<file path="config.mk">
export PLATFORM = sky130hd
export DESIGN_NAME = fetch_unit
export DESIGN_NICKNAME = d
export VERILOG_FILES = /design/src/rtl/mips_pkg.sv /design/src/rtl/fetch_fifo.sv /design/src/rtl/fetch_unit.sv
export SDC_FILE = /design/constraint.sdc
export NUM_CORES = 1
export LEC_CHECK = 0
export CORE_MARGIN = 8
export CORE_UTILIZATION = 25
export DETAILED_ROUTE_END_ITERATION = 16
export HOLD_SLACK_MARGIN = 0.06
export PLACE_DENSITY = 0.43
export SYNTH_ARGS = -nofsm -noshare
export SYNTH_HDL_FRONTEND = slang
export SYNTH_SLANG_ARGS = --single-unit
export TNS_END_PERCENT = 50
</file>
<file path="constraint.sdc">
create_clock -name clk -period 5.6 [get_ports clk]
set_clock_uncertainty 0.1 [all_clocks]
set_input_delay 1.12 -clock clk [delete_from_list [all_inputs] [get_ports clk]]
set_output_delay 1.12 -clock clk [all_outputs]
set_load 0.05 [all_outputs]
</file>
<file path="src/rtl/mips_pkg.sv">
// Shared MIPS front-end definitions: branch/jump opcodes, fetch queue entry, word size.
package mips_pkg;

  localparam logic [5:0] OP_J   = 6'b000010;
  localparam logic [5:0] OP_JAL = 6'b000011;
  localparam logic [5:0] OP_BEQ = 6'b000100;
  localparam logic [5:0] OP_BNE = 6'b000101;

  localparam int unsigned XLEN    = 32;
  localparam logic [31:0] sz_word = 32'd4;

  typedef struct packed {
    logic [XLEN-1:0] instr;
    logic [XLEN-1:0] pc;
    logic            pred_taken;
  } fetch_entry_t;

endpackage

</file>
<file path="src/rtl/fetch_fifo.sv">
// DEPTH-entry circular queue with synchronous clear; an entry is readable the cycle after its push.
// No internal backpressure: a push while full is dropped unless a pop happens in the same cycle.
module fetch_fifo
  import mips_pkg::*;
#(
  parameter int unsigned DEPTH = 4,
  parameter type T = fetch_entry_t,
  localparam int unsigned AW = $clog2(DEPTH),
  localparam int unsigned CW = AW + 1
) (
  input  logic          clk,
  input  logic          reset,
  input  logic          clear_i,
  input  logic          push_i,
  input  T              push_dat_i,
  input  logic          pop_i,
  output T              head_o,
  output logic          full_o,
  output logic          empty_o,
  output logic [CW-1:0] count_o
);

  T              mem_q [DEPTH];
  logic [AW-1:0] wptr_q, wptr_d;
  logic [AW-1:0] rptr_q, rptr_d;
  logic [CW-1:0] count_q, count_d;
  logic          do_push, do_pop;

  assign full_o  = (count_q == CW'(DEPTH));
  assign empty_o = (count_q == '0);
  assign count_o = count_q;
  assign head_o  = mem_q[rptr_q];

  // Pointers are exactly AW bits wide, so DEPTH being a power of two gives the wrap for free.
  always_comb begin
    do_push = push_i && (!full_o || pop_i);
    do_pop  = pop_i && !empty_o;
    wptr_d  = wptr_q;
    rptr_d  = rptr_q;
    count_d = count_q;
    if (clear_i) begin
      wptr_d  = '0;
      rptr_d  = '0;
      count_d = '0;
    end else begin
      if (do_push) wptr_d = wptr_q + AW'(1);
      if (do_pop)  rptr_d = rptr_q + AW'(1);
      case ({do_push, do_pop})
        2'b10:   count_d = count_q + CW'(1);
        2'b01:   count_d = count_q - CW'(1);
        default: count_d = count_q;
      endcase
    end
  end

  always_ff @(posedge clk) begin
    if (reset) begin
      wptr_q  <= '0;
      rptr_q  <= '0;
      count_q <= '0;
    end else begin
      wptr_q  <= wptr_d;
      rptr_q  <= rptr_d;
      count_q <= count_d;
    end
  end

  always_ff @(posedge clk) begin
    if (do_push && !clear_i) mem_q[wptr_q] <= push_dat_i;
  end

endmodule

</file>
<file path="src/rtl/fetch_unit.sv">
// Fetch front end: pipelined imem requests, DEPTH-entry return queue, valid/ready to decode; gnt->id_valid = mem latency + 1.
// Requests stall once queued + in-flight reach DEPTH; FETCH_PREDICT_EN adds static j/jal and backward-branch prediction.
module fetch_unit
  import mips_pkg::*;
#(
  parameter int unsigned ADDR_W = 32,
  parameter int unsigned DATA_W = 32,
  parameter int unsigned DEPTH  = 4,
  parameter logic [ADDR_W-1:0] PC_INIT = '0
) (
  input  logic              clk,
  input  logic              reset,
  output logic              imem_req,
  output logic [ADDR_W-1:0] imem_addr,
  input  logic              imem_gnt,
  input  logic              imem_rvalid,
  input  logic [DATA_W-1:0] imem_rdata,
  input  logic              redirect_valid,
  input  logic [ADDR_W-1:0] redirect_pc,
  output logic              id_valid,
  input  logic              id_ready,
  output logic [DATA_W-1:0] id_instr,
  output logic [ADDR_W-1:0] id_pc,
  output logic              id_pred_taken
);

  localparam int unsigned AW = $clog2(DEPTH);
  localparam int unsigned CW = AW + 1;
  localparam logic [CW:0] DEPTH_C = (CW+1)'(DEPTH);

  logic [ADDR_W-1:0] fetch_pc_q, fetch_pc_d;
  logic [CW-1:0]     outst_q, outst_d;
  logic [CW-1:0]     disc_q, disc_d;
  logic [ADDR_W-1:0] pc_shadow_q [DEPTH];
  logic [AW-1:0]     sh_wptr_q, sh_rptr_q;
  logic [CW-1:0]     occ;
  logic              fifo_full, fifo_empty;
  fetch_entry_t      push_entry, head_entry;
  logic              issue, resp, push, pop, resp_pred;
  logic [ADDR_W-1:0] resp_pc;
  logic              unused_ok;

  assign unused_ok = ^{redirect_pc[1:0], fifo_full};

  // Credits: every request in flight already owns a queue slot, so a push never finds the queue full.
  assign imem_req  = !reset && !redirect_valid && (({1'b0, occ} + {1'b0, outst_q}) < DEPTH_C);
  assign imem_addr = {fetch_pc_q[ADDR_W-1:2], 2'b00};
  assign issue     = imem_req && imem_gnt;
  assign resp      = imem_rvalid && (outst_q != '0);
  assign push      = resp && (disc_q == '0) && !redirect_valid;
  assign pop       = id_valid && id_ready;
  assign resp_pc   = pc_shadow_q[sh_rptr_q];

`ifdef FETCH_PREDICT_EN
  logic [5:0]        opcode;
  logic [15:0]       imm;
  logic [ADDR_W-1:0] pred_target;

  always_comb begin
    opcode      = imem_rdata[31:26];
    imm         = imem_rdata[15:0];
    resp_pred   = 1'b0;
    pred_target = resp_pc + ADDR_W'(sz_word);
    if (opcode == OP_J || opcode == OP_JAL) begin
      resp_pred   = 1'b1;
      pred_target = {resp_pc[ADDR_W-1:28], imem_rdata[25:0], 2'b00};
    end else if ((opcode == OP_BEQ || opcode == OP_BNE) && imm[15]) begin
      resp_pred   = 1'b1;
      pred_target = resp_pc + ADDR_W'(sz_word) + {{(ADDR_W-18){imm[15]}}, imm, 2'b00};
    end
  end
`else
  assign resp_pred = 1'b0;
`endif

  always_comb begin
    outst_d = outst_q;
    if (issue && !resp)      outst_d = outst_q + CW'(1);
    else if (!issue && resp) outst_d = outst_q - CW'(1);
    disc_d = disc_q;
    if (resp && disc_q != '0) disc_d = disc_q - CW'(1);
    fetch_pc_d = fetch_pc_q;
    if (issue) fetch_pc_d = fetch_pc_q + ADDR_W'(sz_word);
`ifdef FETCH_PREDICT_EN
    if (push && resp_pred) begin
      disc_d     = outst_d;
      fetch_pc_d = pred_target;
    end
`endif
    // Whatever is still in flight after this cycle belongs to the old path.
    if (redirect_valid) begin
      disc_d     = outst_d;
      fetch_pc_d = {redirect_pc[ADDR_W-1:2], 2'b00};
    end
  end

  always_comb begin
    push_entry            = '0;
    push_entry.instr      = imem_rdata;
    push_entry.pc         = resp_pc;
    push_entry.pred_taken = resp_pred;
  end

  always_ff @(posedge clk) begin
    if (reset) begin
      fetch_pc_q <= PC_INIT;
      outst_q    <= '0;
      disc_q     <= '0;
      sh_wptr_q  <= '0;
      sh_rptr_q  <= '0;
    end else begin
      fetch_pc_q <= fetch_pc_d;
      outst_q    <= outst_d;
      disc_q     <= disc_d;
      if (issue) sh_wptr_q <= sh_wptr_q + AW'(1);
      if (resp)  sh_rptr_q <= sh_rptr_q + AW'(1);
    end
  end

  always_ff @(posedge clk) begin
    if (issue) pc_shadow_q[sh_wptr_q] <= imem_addr;
  end

  fetch_fifo #(
    .DEPTH(DEPTH),
    .T    (fetch_entry_t)
  ) u_fifo (
    .clk       (clk),
    .reset     (reset),
    .clear_i   (redirect_valid),
    .push_i    (push),
    .push_dat_i(push_entry),
    .pop_i     (pop),
    .head_o    (head_entry),
    .full_o    (fifo_full),
    .empty_o   (fifo_empty),
    .count_o   (occ)
  );

  assign id_valid      = !fifo_empty && !redirect_valid;
  assign id_instr      = id_valid ? head_entry.instr : '0;
  assign id_pc         = id_valid ? head_entry.pc : '0;
  assign id_pred_taken = id_valid && head_entry.pred_taken;

endmodule

</file>
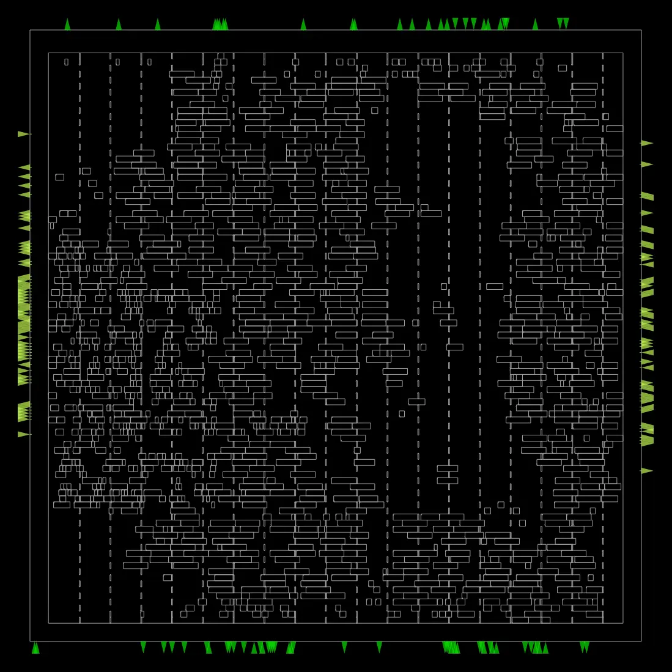
**Above:** run 1 (placement view).
Rows: 94
core footprint: 65900 µm²
Layout Utilization: 0.322
fillers: 6438
sequential cell area share: 0.569

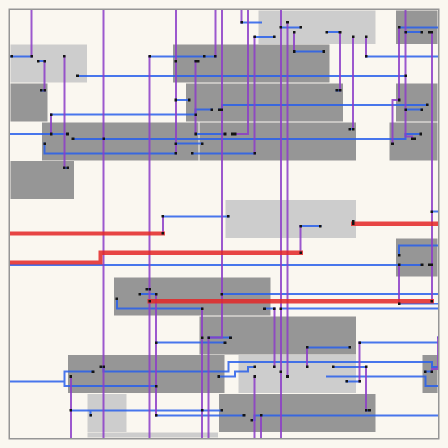
**Above:** run 1 (close-up of the layout).
Window x 122 to 152, y 122 to 152 µm. Cells in gray, sequential cells in the stronger gray; small squares are vias.
legend:
  M3:
    color: red
  M1:
    color: blue
  M2:
    color: purple
most frequent: edfxtp_1 (8), mux4_2 (3)
netlist names of flops here include: `u_fifo.mem_q` (8)
cells with their middle in the window: 13
sequential cells in the window: 8

==> flow_summary.toml, run 1 <==
# synthesis and place-and-route metrics
[final_timing]
hold_ws_ns = 0.407
max_slew_margin = 0.390
hold_viol_final = 0
fin_crit_ns = 4.03
tightest_slew_ns = 0.915
finalCritPeriodShare = 0.720
rsz0062_at_grt = "no"

[yosys]
yosys_warnings = 0
synthArstFlopShare = 0
top_cells_by_count = "edfxtp_1 (368), mux4_2 (92), and2_1 (77)"
mux_share = 0.127
synth_cell_type_count = 52
syn_area_per_cell_um2 = 18.2
most_common_cell = "edfxtp_1"
ys_cells = 916
edf_count = 368
synth_top_flop_cell = "edfxtp_1"
synth_xor_xnor_area_share = 0.0147
ys_top_cells_by_area = "edfxtp_1 (66%), mux4_2 (12%), dfxtp_1 (6.1%), and2_1 (2.9%), ha_1 (1.3%)"
ys_area_um2 = 16700
netlist.area_leader.share = 0.663
synth_top_cell_by_area = "edfxtp_1"
ys_sh_adder = 0.0140
synth_flops = 419
synth-compound-area-share = 0.0248
synthCells = 916
ys_seq_frac = 0.725
simple_gate_area_frac = 0.0767
top_logic_kind = "multiplexers"

[power]
p_leak_nw = 6.70
ir_worst_vdd_uv = 173

[grt]
grt-ovfl-total = 0
grt_pass1_wl_mm = 61.6
grt_max_degree = 66
antenna_found_initial = 1

[floorplanning]
ios = 169
die_x_um = 274
die_h_um = 274
initCoreUtil = 0.253

[hold_path]
min_to = "sh_wptr_q[1]"
hold_depth = 2
hp-start = "sh_wptr_q[1]"

[setup_path]
required_ns = 4.38
cp_data_arrival_time_ns = 2.81
r2r-end = "u_fifo.mem_q[2][37]"
reg2reg_depth = 8
path_class = "in -> out"
cp-startpoint = "redirect_valid"
critPathLaunchType = "primary input"
endpoint = "id_instr[28]"
crit_path_end_kind = "output pin"
rrSetupSlack_ns = 2.61
worstReg2RegStart = "outst_q[0]"

[clocking]
hold_buffers = 0
cts_tree = "built"
cts.sinks = 419
clk_path_buf_depth = 3
clk_pin_slew_ns = 0.05
cts_resized = 0
cts_root_buf = "clkbuf_16"
cts_setup_buffers = 0
clock_latency_ns = 0.57
cts_buffers = 49

[layout]
area_growth_pct = 27.5
final_common_cell = "edfxtp_1"
drive_above_1_share = 0.242
lay_top_cells = "edfxtp_1 (368), clkdlybuf4s50_1 (97), mux4_2 (92)"
nets = 1195

[detailed_routing]
route.detailed.drc = 0
dr.pass1.iters = 4
avgViaCountPerCell = 4.33
drtIter0Drc = 529
postRouteAntennaNets = 0

[place]
dp_hpwl_mm = 25.3
place_congestion = 0.733

[status]
status = "finished, final reports clean"

[job]
cap_violations = 0
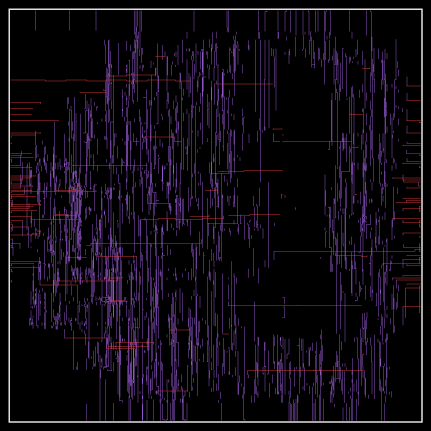
**Above:** run 1 (routed metal, one color a layer).
Drawn at 1.5 px/µm. Two of the layers only.
legend:
  M2:
    color: purple
    wire_length: 19300 µm
  M3:
    color: red
    wire_length: 2230 µm
final WL: 40.7 mm
Tot GR Track Use: 0.108
drt wl/cell: 20.2 µm
Vias: 8712

==> run 1: report_power, final <==
part	total [W]	leakage, nW	internal (W)	switching (W)
registers	0.00372	3.76	0.00362	0.0000979
clock network	0.00304	0.752	0.00180	0.00125
logic	0.000919	2.18	0.000397	0.000522
==> run 1: area by class of cell <==
type / count / area [µm²]
Clock inverter: 27 / 194
Timing Repair Buffer: 189 / 2120
Antenna cell: 2 / 5.00
Inverter: 19 / 71.3
Multi-Input combinational cell: 429 / 4320
Fill cell: 6438 / 44600
Sequential cell: 419 / 12100
Tap cell: 864 / 1080
Clock buffer: 65 / 1360
==> run 1: per-stage QoR <==
stage               cell area [µm²]  std cells  utilization  total power [W]
global placement              19700       1920        0.299          0.00472
floorplan                     16700        920            -          0.00437
detailed placement            19700       1920        0.299          0.00473
CTS                           21200       2012        0.322          0.00785
finish                        21200       2014        0.322          0.00768
global route                  21200       2012        0.322          0.00803
==> run 1: flip-flops by register name, indices dropped and copies added (netlist names), named ones only <==
register,flops
u_fifo.mem_q,248
u_fifo.wptr_q,2
pc_shadow_q,120
fetch_pc_q,30
u_fifo.count_o,3
sh_rptr_q,2
outst_q,3
disc_q,3
sh_wptr_q,2
u_fifo.rptr_q,2
==> run 1: kinds of logic after synthesis <==
logic type,Yosys count
mux,96
other cells,1
xor+xnor,28
flops,419
fa+ha+maj,18
compound gates,62
buf+inv,72
simple gates,220
==> run 1: per-layer routing <==
metal	up-vias	GRT usage	wire, µm
met2	205	0.176	19300
met4	0	0.0326	898
met1	4449	0.142	18300
met5	-	0	0
met3	59	0.0262	2230
li1	3999	-	-
==> run 1: critical path: stages <==
cell and delay (ns):
clkdlybuf4s50_1 0.47, nor2_4 0.14, buf_4 0.55, and2_1 0.27
buf_4 0.21
==> run 2: changes to the inputs <==
==> constraint.sdc (replaced) <==
create_clock -name clk -period 3.8 [get_ports clk]
set_clock_uncertainty 0.1 [all_clocks]
set_input_delay 0.76 -clock clk [delete_from_list [all_inputs] [get_ports clk]]
set_output_delay 0.76 -clock clk [all_outputs]
set_load 0.05 [all_outputs]
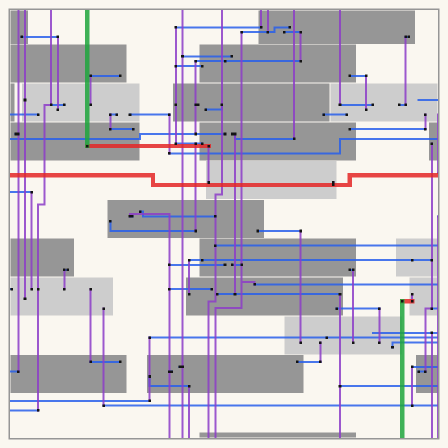
**Above:** run 2 (close-up of the layout).
Window x 122 to 152, y 122 to 152 µm. Cells in gray, sequential cells in the stronger gray; small squares are vias.
legend:
  M4:
    color: green
  M3:
    color: red
  M2:
    color: purple
  M1:
    color: blue
most frequent: edfxtp_1 (11), mux4_2 (4), clkbuf_16 (1)
sequential cells in the window: 11
cells with their middle in the window: 16
netlist names of flops here include: `u_fifo.mem_q` (8), `pc_shadow_q` (3)

==> flow_summary.toml, run 2 <==
# synthesis and place-and-route metrics
[yosys]
syn_area_um2 = 16700
synth_top_cell_by_area = "edfxtp_1"
syn_area_per_cell_um2 = 18.2
top_cells_by_count = "edfxtp_1 (368), mux4_2 (92), and2_1 (77)"
ys_seq_frac = 0.725
synth_flops = 419
synthCells = 916
netlist.area_leader.share = 0.663
synth_top_flop_cell = "edfxtp_1"
ys_cells = 916
most_common_cell = "edfxtp_1"
edf_count = 368
synth_cell_type_count = 52
ys_top_cells_by_area = "edfxtp_1 (66%), mux4_2 (12%), dfxtp_1 (6.1%), and2_1 (2.9%), ha_1 (1.3%)"
yosys_warnings = 0
synthArstFlopShare = 0
ys_area_um2 = 16700

[floorplanning]
initCoreUtil = 0.253
die_x_um = 274
ios = 169
dieArea_um2 = 75100
rows = 94
fp.coreArea_um2 = 65900
die_h_um = 274

[power]
pg_comb_w = 0.00135
internal_power_w = 0.00875
power.density_nw_per_um2 = 526
swShare = 0.238
ir_worst_vdd_uv = 261
powerSeq_w = 0.00553
powerClk_w = 0.00459
p_leak_nw = 6.84
maxPowerGroup = "registers"
seqPwrFrac = 0.482
p_sw_w = 0.00273
power_frac_clock = 0.400
total_power_w = 0.0115
combPwrFrac = 0.118

[final_timing]
finalCritPeriodShare = 0.876
fmax_mhz = 301
setup_violations = 0
fin_crit_ns = 3.33
tightest_slew_ns = 0.879
maxSlewViolCount = 0
rsz0062_at_grt = "no"
hold_viol_final = 0
hold_ws_ns = 0.403
max_slew_margin = 0.414
fin_setup_tns_ns = 0
worst_slack_ns = 0.473

[grt]
antenna_found_initial = 0
grt_pass1_wl_mm = 62.1
first_global_vias = 9497
grt-ovfl-total = 0
grt.total_usage = 0.109
grt_max_degree = 65

[setup_path]
required_ns = 2.94
r2r-end = "u_fifo.count_o[2]"
path_class = "reg -> out"
worstReg2RegStart = "outst_q[1]"
reg2reg_depth = 12
crit_path_end_kind = "output pin"
critPathLaunchType = "flop"
rrSetupSlack_ns = 0.98
crit_path_max_fanout = 30
cp_data_arrival_time_ns = 2.47

[place]
place_congestion = 0.751
place_ws_ns = 0.443
dp_hpwl_mm = 26.3
place_inst = 1924
placed_area_um2 = 20200
port_buffers = 161

[clocking]
cts.sinks = 419
hold_buffers = 0
cts_buffers = 49
cts_setup_buffers = 0
cts_max_level = 2
cts_tree = "built"
clk_path_buf_depth = 3
clock_latency_ns = 0.57
cts_resized = 0
clk_pin_slew_ns = 0.05
cts_root_buf = "clkbuf_16"

[layout]
drive_above_1_share = 0.241
nets = 1199
lay_top_cells = "edfxtp_1 (368), clkdlybuf4s50_1 (97), mux4_2 (92)"
design_area_um2 = 21800
largest_register_ffs = 248
area_growth_pct = 30.9
final_common_cell = "edfxtp_1"
fillers = 6322
utilization = 0.331
stdcell_count = 2012
top_register = "u_fifo.mem_q"
reg.largest.list = "u_fifo.mem_q: 248 flops, pc_shadow_q: 120 flops, fetch_pc_q: 30 flops"

[detailed_routing]
route.detailed.drc = 0
drtIter0Drc = 527
postRouteAntennaNets = 0
wl_mm = 41.0
dr.pass1.iters = 4
wl_per_cell_um = 20.4
vias = 8766
avgViaCountPerCell = 4.36

[job]
warnings = 36
cap_violations = 0

[hold_path]
hp-start = "sh_wptr_q[1]"
min_to = "sh_wptr_q[1]"
hold_path_class = "reg -> reg"
hold_depth = 2

[status]
status = "finished, final reports clean"
run 2: cell count changes in the layout (fill, tap and decap cells not counted):
cell        previous run  this run
bufinv_16              2         6
clkbuf_16             51        49
clkinvlp_4             4         2
diode_2                2         1
buf_12                37        80
clkbuf_8               3         1
buf_4                 55        16
clkinv_4               1         0
clkinv_2               8         6
run 2: kinds of logic after synthesis:
family / Yosys count / synth area share
buffers and inverters: 72 / 0.0180
AND/OR/NAND/NOR: 220 / 0.0767
multiplexers: 96 / 0.127
adder cells (fa/ha/maj): 18 / 0.0140
XOR/XNOR: 28 / 0.0147
AND-OR/OR-AND: 62 / 0.0248
flip-flops: 419 / 0.725
other: 1 / 0.000225
run 2: critical path, cell delays in order, from the launching register on:
cell     delay [ns]
dfxtp_4        0.63
buf_12         0.33
mux4_2         0.55
and2_1         0.21
buf_12         0.16
run 2: final cells by class:
class	instances	area, µm²	area share
Clock buffer	61	1280	0.0587
Multi-Input combinational cell	429	4320	0.198
Tap cell	864	1080	0.0496
Antenna cell	1	2.50	0.000115
Timing Repair Buffer	193	2690	0.123
Clock inverter	26	280	0.0129
Sequential cell	419	12100	0.554
Inverter	19	71.3	0.00327
run 2: how the worst max path moves through the flow:
stage	from	end
after CTS	flop	id_pc[31]
after global placement	redirect_valid	id_instr[18]
after global routing	flop	id_instr[24]
after floorplan	outst_q[1]	u_fifo.mem_q[1][10]
after detailed placement	redirect_valid	id_pc[7]
final	flop	id_pc[31]
run 2: per-layer routing:
layer / up-vias / wire [µm] / global-route usage
met5: - / 0 / 0
met4: 0 / 964 / 0.0336
met3: 64 / 2180 / 0.0258
met2: 211 / 20000 / 0.184
met1: 4480 / 17900 / 0.138
li1: 4011 / - / -
Power and IR drop assume default switching activity.
